### Routed metal per tile, run 1

(4 px per micron) 13 x 16 tiles, from dark purple (low) to yellow (high), scaled to the fullest tile. Values are wire area over tile area, all layers added.
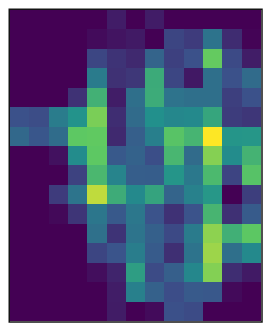
### M3 wires, run 1

(4 px per micron) Cells faint in the background.
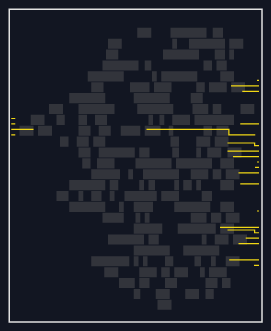
### Clock routing, run 1

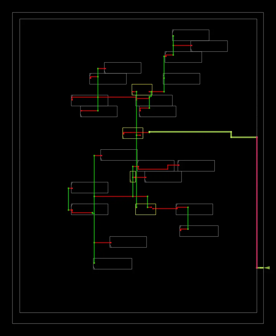
--- src/rtl/jk_excite_drv.sv ---
// JK excitation driver: turns a target word into one cycle of J/K codes for a bank of JK flip-flops.
// Optional macro JK_TOGGLE_EXCITE_EN drives changing bits with the toggle code 11 instead of set/reset.
module jk_excite_drv #(
  parameter int WIDTH = 4
) (
  input  logic               clk,
  input  logic               rst_n,
  input  logic               tgt_valid,
  input  logic [WIDTH-1:0]   tgt,
  output logic               tgt_ready,
  output logic [2*WIDTH-1:0] jk,
  output logic [WIDTH-1:0]   q_model,
  output logic               done,
  output logic [7:0]         chg_cnt
);

  typedef enum logic [1:0] {IDLE, DRIVE, SETTLE} state_t;

  state_t           state;
  state_t           state_nxt;
  logic             armed;
  logic             same_done;
  logic [WIDTH-1:0] tgt_lat;
  logic             xfer;
  logic             tgt_differs;

  assign xfer        = tgt_valid && tgt_ready;
  assign tgt_differs = (tgt != q_model);

  function automatic logic [7:0] popcnt(input logic [WIDTH-1:0] v);
    logic [7:0] n;
    n = '0;
    for (int i = 0; i < WIDTH; i++) begin
      n = n + {7'd0, v[i]};
    end
    return n;
  endfunction

  always_ff @(posedge clk or negedge rst_n) begin
    if (!rst_n) begin
      state <= IDLE;
    end else begin
      state <= state_nxt;
    end
  end

  always_comb begin
    state_nxt = state;
    case (state)
      IDLE:    if (xfer && tgt_differs) state_nxt = DRIVE;
      DRIVE:   state_nxt = SETTLE;
      SETTLE:  state_nxt = IDLE;
      default: state_nxt = IDLE;
    endcase
  end

  // jk is decoded from the latched target and the old q_model, so it is only live in DRIVE
  always_comb begin
    tgt_ready = armed && (state == IDLE);
    done      = (state == SETTLE) || same_done;
    jk        = '0;
    if (state == DRIVE) begin
      for (int i = 0; i < WIDTH; i++) begin
`ifdef JK_TOGGLE_EXCITE_EN
        jk[2*i +: 2] = {q_model[i] ^ tgt_lat[i], q_model[i] ^ tgt_lat[i]};
`else
        jk[2*i +: 2] = {~q_model[i] & tgt_lat[i], q_model[i] & ~tgt_lat[i]};
`endif
      end
    end
  end

  // armed holds tgt_ready low until the first edge after reset is released
  always_ff @(posedge clk or negedge rst_n) begin
    if (!rst_n) begin
      armed     <= 1'b0;
      same_done <= 1'b0;
      tgt_lat   <= '0;
      q_model   <= '0;
      chg_cnt   <= '0;
    end else begin
      armed     <= 1'b1;
      same_done <= xfer && !tgt_differs;
      if (xfer && tgt_differs) begin
        tgt_lat <= tgt;
      end
      if (state == DRIVE) begin
        q_model <= tgt_lat;
        chg_cnt <= chg_cnt + popcnt(tgt_lat ^ q_model);
      end
    end
  end

endmodule
--- config.mk ---
export PLATFORM = sky130hd
export DESIGN_NAME = jk_excite_drv
export DESIGN_NICKNAME = d
export VERILOG_FILES = /design/src/rtl/jk_excite_drv.sv
export SDC_FILE = /design/constraint.sdc
export NUM_CORES = 1
export LEC_CHECK = 0
export CAP_MARGIN = 25
export CELL_PAD_IN_SITES_DETAIL_PLACEMENT = 1
export CELL_PAD_IN_SITES_GLOBAL_PLACEMENT = 1
export CORE_ASPECT_RATIO = 1.25
export CORE_MARGIN = 1.5
export CORE_UTILIZATION = 25
export CTS_CLUSTER_SIZE = 40
export DETAILED_ROUTE_END_ITERATION = 8
export HOLD_SLACK_MARGIN = 0.03
export PLACE_DENSITY = 0.62
export SLEW_MARGIN = 20
export SYNTH_ARGS = -nofsm -noshare
export SYNTH_HDL_FRONTEND = slang
export SYNTH_SLANG_ARGS = --single-unit
--- constraint.sdc ---
create_clock -name clk -period 2.4 [get_ports clk]
set_input_delay 0.24 -clock clk [delete_from_list [all_inputs] [get_ports clk]]
set_output_delay 0.24 -clock clk [all_outputs]
set_load 0.02 [all_outputs]
==> deck_impl_summary.md, run 1 <==
Flow Results at a Glance

Floorplan
  – Core footprint: 4360 sq um
  – Die width: 62.8 microns
  – Die Y: 77.8 microns
  – Die area: 4890 sq um
  – IO Pins: 29
  – Number of core rows: 27

Synth
  – Simple share: 0.135
  – Syn nets: 118
  – Area leader, netlist: dfrtp_1
  – Xor-xnor portion of the synthesized cell area: 0.0783
  – Synth Area in Compound Gates: 0.0761
  – YS warnings: 0
  – Cell Type Count: 26
  – Post-synth seq share: 0.447
  – Adder Share, Synth: 0.154
  – Area reported by Yosys stat: 1120 sq um

Worst setup path
  – Critical path fanouts, max: 2
  – Worst Setup Start Kind: register
  – Crit-path slowest cell: fa_1
  – Largest stage delay, worst path: 0.47 ns
  – Critical path type: register to register
  – Crit path DAT: 2.50 ns
  – R2R Setup Slk: 0.04 ns

Placement
  – Setup WS pre-CTS: -0.0263 ns
  – Dpl hpwl: 1.96 mm
  – Placed cell area: 1510 sq um

Drt
  – DRT iter0 DRCs: 13
  – WL per Instance: 13.2 microns
  – Drt first pass iters: 5
  – DRC viols: 0
  – M1 WL: 1.01 mm
  – Post-route ant nets: 0
  – Drt via density: 4.22

Clock network
  – Root Buffer: clkbuf_8
  – TritonCTS clock tree: built
  – H-tree depth: 1
  – CTS Hold Bufs: 0

Final layout
  – Nets: 154
  – Share of cells above drive strength 1: 0.179

Job
  – OpenROAD warning count: 31
  – Max-Cap Viols: 0

Final timing
  – Final worst-path cycle share: 0.982
  – Worst Max-Slew Pin Slew: 0.613 ns
  – Relative slew slack: 0.590

Global route
  – Initial antenna violation count: 0
  – First-pass GRT wire length: 4.37 mm

Outcome
  – Status: finished, final reports clean

Min path
  – Worst hold path type: input pin to asynchronous set/reset pin

Power
  – P per Cell Area: 1280 nW/um^2
-- 'Routed metal per tile' (at the start) --
fullest tile: 0.33
tiles over half the peak: 16%
mean over tiles: 0.081
emptiest ninth of the die: lower left

-- 'M3 wires' (at the start) --
wire length on this layer: 117 microns
share of all routed wire: 4.6%
main direction: horizontal
nets with wire on the layer: 22
longest straight run: 20.5 microns

-- 'Clock routing' (at the start) --
sequential cells: 20
Clock buffer cells: 4
Clk power: 0.221 mW
clock skew: 0.00974 ns
Num Clock Sinks: 20

==> run 1: worst max path at each step <==
stage / from / depth (start not counted) / to
detailed placement: tgt_lat[0] / 6 / chg_cnt[1]
CTS: q_model[0] / 7 / chg_cnt[1]
finish: q_model[2] / 7 / chg_cnt[1]
floorplan: q_model[0] / 7 / chg_cnt[1]
global placement: tgt_lat[0] / 6 / chg_cnt[1]
global route: q_model[2] / 7 / chg_cnt[1]
==> run 1: repair_timing <==
| item | in CTS | in global routing |
|---|---|---|
| gates resized | 1 | 3 |
| endpoints found under the setup margin | 1 | 1 |
| setup buffers | 2 | 0 |
==> run 1: area by class of cell <==
type / instances / area share
multi-input cells: 63 / 0.372
well taps: 58 / 0.0458
flip-flops and latches: 20 / 0.318
clock buffers: 4 / 0.0285
inverters: 13 / 0.0308
repair buffers: 34 / 0.206
==> run 1: power by group <==
group | total, mW | switching (mW) | internal (mW)
sequential | 0.605 | 0.143 | 0.461
clock | 0.221 | 0.103 | 0.118
combinational | 1.20 | 0.619 | 0.586
total | 2.03 | 0.865 | 1.16
==> run 1: stage by stage <==
stage	cells	utilization	hold slack [ns]	setup TNS, ns	power [mW]
final	192	0.363	0.364	0	2.03
after global routing	192	0.363	0.424	-0.0269	2.22
after CTS	192	0.359	0.383	0	2.03
after detailed placement	186	0.346	0.471	-0.0263	1.76
after global placement	186	0.346	0.468	0	1.70
after floorplan	99	-	-0.0556	0	1.31
==> run 1: cell usage in the layout (no fill, tap or decap) <==
cell | synthesis | routed
dfrtp_1 | 20 | 18
buf_4 | 0 | 6
mux2_4 | 0 | 1
inv_1 | 13 | 10
ha_1 | 9 | 7
xor2_1 | 4 | 4
nor3b_1 | 1 | 1
conb_1 | 1 | 1
clkdlybuf4s50_1 | 0 | 28
a21oi_1 | 1 | 1
nand2_1 | 5 | 5
fa_2 | 0 | 1
and4_1 | 1 | 1
nor2_1 | 1 | 1
clkbuf_8 | 0 | 3
ha_4 | 0 | 2
nor2b_1 | 2 | 2
o2111ai_1 | 2 | 2
a21o_1 | 1 | 1
dfrtp_2 | 0 | 2
and4bb_2 | 1 | 1
o21ai_0 | 4 | 4
and3_1 | 1 | 1
o41ai_4 | 1 | 1
nand4_1 | 2 | 2
mux2_2 | 5 | 4
clkbuf_1 | 2 | 1
o211ai_1 | 1 | 1
and2_1 | 10 | 10
xnor2_1 | 6 | 6
inv_2 | 0 | 3
fa_1 | 3 | 2
nor4_1 | 1 | 1
==> run 1: flip-flops by register name, summed over array words and instances, names as in the netlist <==
register,flops
armed,1
chg_cnt,8
q_model,4
same_done,1
state,2
tgt_lat,4
==> run 1: per-layer routing <==
layer | up-vias | track usage
li1 | 389 | -
met1 | 397 | 0.129
met2 | 22 | 0.211
met3 | 2 | 0.0246
met4 | 0 | 0.0533
met5 | - | 0
==> run 2, diff against run 1 <==
--- a/config.mk
+++ b/config.mk
@@ -11,7 +11,6 @@
 export CORE_ASPECT_RATIO = 1.25
 export CORE_MARGIN = 1.5
 export CORE_UTILIZATION = 25
-export CTS_CLUSTER_SIZE = 40
 export DETAILED_ROUTE_END_ITERATION = 8
 export HOLD_SLACK_MARGIN = 0.03
 export PLACE_DENSITY = 0.62
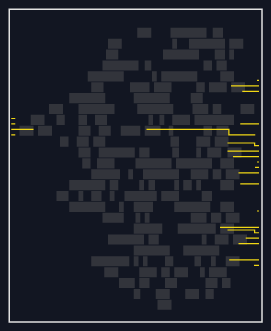
*M3 wires, run 2*
(4 px per micron) Cells faint in the background.
wire length on this layer: 117 microns
main direction: horizontal
nets with wire on the layer: 22
longest straight run: 20.5 microns
share of all routed wire: 4.6%
routed vias: 810
Routed WL: 2.54 mm

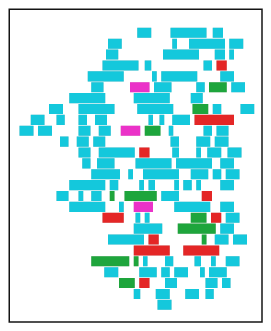
*Sizing map, run 2*
(4 px per micron)
[magenta] x6 and larger | cells: 3 | share: 2.2%
[green] x2 | cells: 11 | share: 8.2%
[red] x3 and x4 | cells: 10 | share: 7.5%
[cyan] x1 and smaller | cells: 110 | share: 82%
design area: 1580 sq um
Final WS setup: 0.0431 ns

==> deck_impl_summary.md, run 2 <==
Flow Results at a Glance

Final layout
  – Final core occ: 0.363 (unchanged)
  – Nets: 154 (unchanged)
  – Top Registers: chg_cnt x8, q_model x4, tgt_lat x4 (unchanged)
  – Final Non-Filler Cells: 192 (unchanged)
  – Top logic cell by instance count in the layout: clkdlybuf4s50_1 (unchanged)
  – Share of cells above drive strength 1: 0.179 (unchanged)
  – Top reg by flops: chg_cnt (unchanged)

Min path
  – Worst hold path type: input pin to asynchronous set/reset pin (unchanged)

Synth
  – Area reported by Yosys stat: 1120 sq um (unchanged)
  – Synth Area in Compound Gates: 0.0761 (unchanged)
  – Xor-xnor portion of the synthesized cell area: 0.0783 (unchanged)
  – Simple share: 0.135 (unchanged)
  – Adder Share, Synth: 0.154 (unchanged)
  – YS warnings: 0 (unchanged)
  – Cell Type Count: 26 (unchanged)

Drt
  – Drt first pass iters: 5 (unchanged)
  – DRC viols: 0 (unchanged)
  – Post-route ant nets: 0 (unchanged)
  – WL per Instance: 13.2 microns (unchanged)

Floorplan
  – Core footprint: 4360 sq um (unchanged)
  – Die width: 62.8 microns (unchanged)
  – Die Y: 77.8 microns (unchanged)
  – IO Pins: 29 (unchanged)

Power
  – Int Pwr: 1.16 mW (unchanged)
  – P per Cell Area: 1280 nW/um^2 (unchanged)
  – Gate power share: 0.593 (about the same)

Final timing
  – Final worst-path cycle share: 0.982 (unchanged)
  – Relative slew slack: 0.590 (unchanged)

Job
  – Max-Cap Viols: 0 (unchanged)

Placement
  – Dpl hpwl: 1.96 mm (unchanged)
  – Setup WS pre-CTS: -0.0263 ns (unchanged)
  – DP Cell Count: 186 (unchanged)

Worst setup path
  – Crit-path slowest cell: fa_1 (unchanged)
  – Crit path DAT: 2.50 ns (about the same)
  – Critical path depth: 7 (unchanged)
  – Critical path type: register to register (unchanged)
  – Worst Setup Start Kind: register (unchanged)
  – Critical path fanouts, max: 2 (unchanged)

Global route
  – Initial antenna violation count: 0 (unchanged)

Outcome
  – Status: finished, final reports clean (unchanged)

Clock network
  – Num Clock Sinks: 20 (unchanged)
[run 2: cell counts in the layout (fill, tap and decap cells not counted)]
Identical to the previous run, type by type.
[run 2: final timing paths]
check / startpoint / slack, ns / endpoint
worst max-delay path: q_model[2] / 0.04 / chg_cnt[1]
worst min-delay path: rst_n / 0.36 / chg_cnt[0]
worst max register to register: q_model[2] / 0.04 / chg_cnt[1]
worst min register to register: chg_cnt[7] / 0.47 / chg_cnt[7]
max in group asynchronous: rst_n / 1.47 / armed
min in group clk: chg_cnt[7] / 0.47 / chg_cnt[7]
[run 2: layout make-up]
class / instances / area [sq um] / area share
inverters: 13 / 48.8 / 0.0308
flip-flops and latches: 20 / 503 / 0.318
multi-input cells: 63 / 588 / 0.372
repair buffers: 34 / 325 / 0.206
clock buffers: 4 / 45.0 / 0.0285
well taps: 58 / 72.6 / 0.0458
[run 2: worst reg2reg max path, delay by kind of cell, from the launching register on]
family / cells / cell delay [ns]
fa+ha+maj: 4 / 1.42
flops: 1 / 0.41
buf+inv: 2 / 0.13
mux: 1 / 0.27
[run 2: per-stage QoR]
step	hold WS [ns]	setup TNS [ns]	power [mW]
6_report	0.364	0	2.03
3_5_place_dp	0.471	-0.0263	1.76
2_1_floorplan	-0.0556	0	1.31
3_3_place_gp	0.468	0	1.70
4_1_cts	0.383	0	2.03
5_1_grt	0.424	-0.0269	2.22
[run 2: kinds of logic after synthesis]
kind of cell | after synthesis
AND-OR/OR-AND | 10
XOR/XNOR | 10
adder cells (fa/ha/maj) | 12
buffers and inverters | 16
flip-flops | 20
multiplexers | 5
other | 1
AND/OR/NAND/NOR | 25
[run 2: power by group through the flow]
stage                     Sequential (mW)  Clock [mW]  Combinational [mW]
after floorplan                     0.694           0               0.613
after global placement              0.599           0                1.10
after detailed placement            0.612           0                1.15
after CTS                           0.600       0.228                1.21
after global routing                0.626       0.244                1.35
final                               0.605       0.221                1.20
[run 2: what timing repair did]
item / CTS / global route
endpoints found under the setup margin: 1 / 1
hold endpoints to repair: 0 / 0
hold buffers: 0 / 0
resized: 1 / 3
buffers inserted: 2 / 0
[run 2: metal layers]
metal	GRT usage	part of all wire	vias to the layer above
met3	0.0246	0.046	2
met1	0.129	0.40	397
met5	0	0	-
met4	0.0533	0.013	0
li1	-	-	389
met2	0.211	0.54	22
Power and IR drop assume default switching activity.
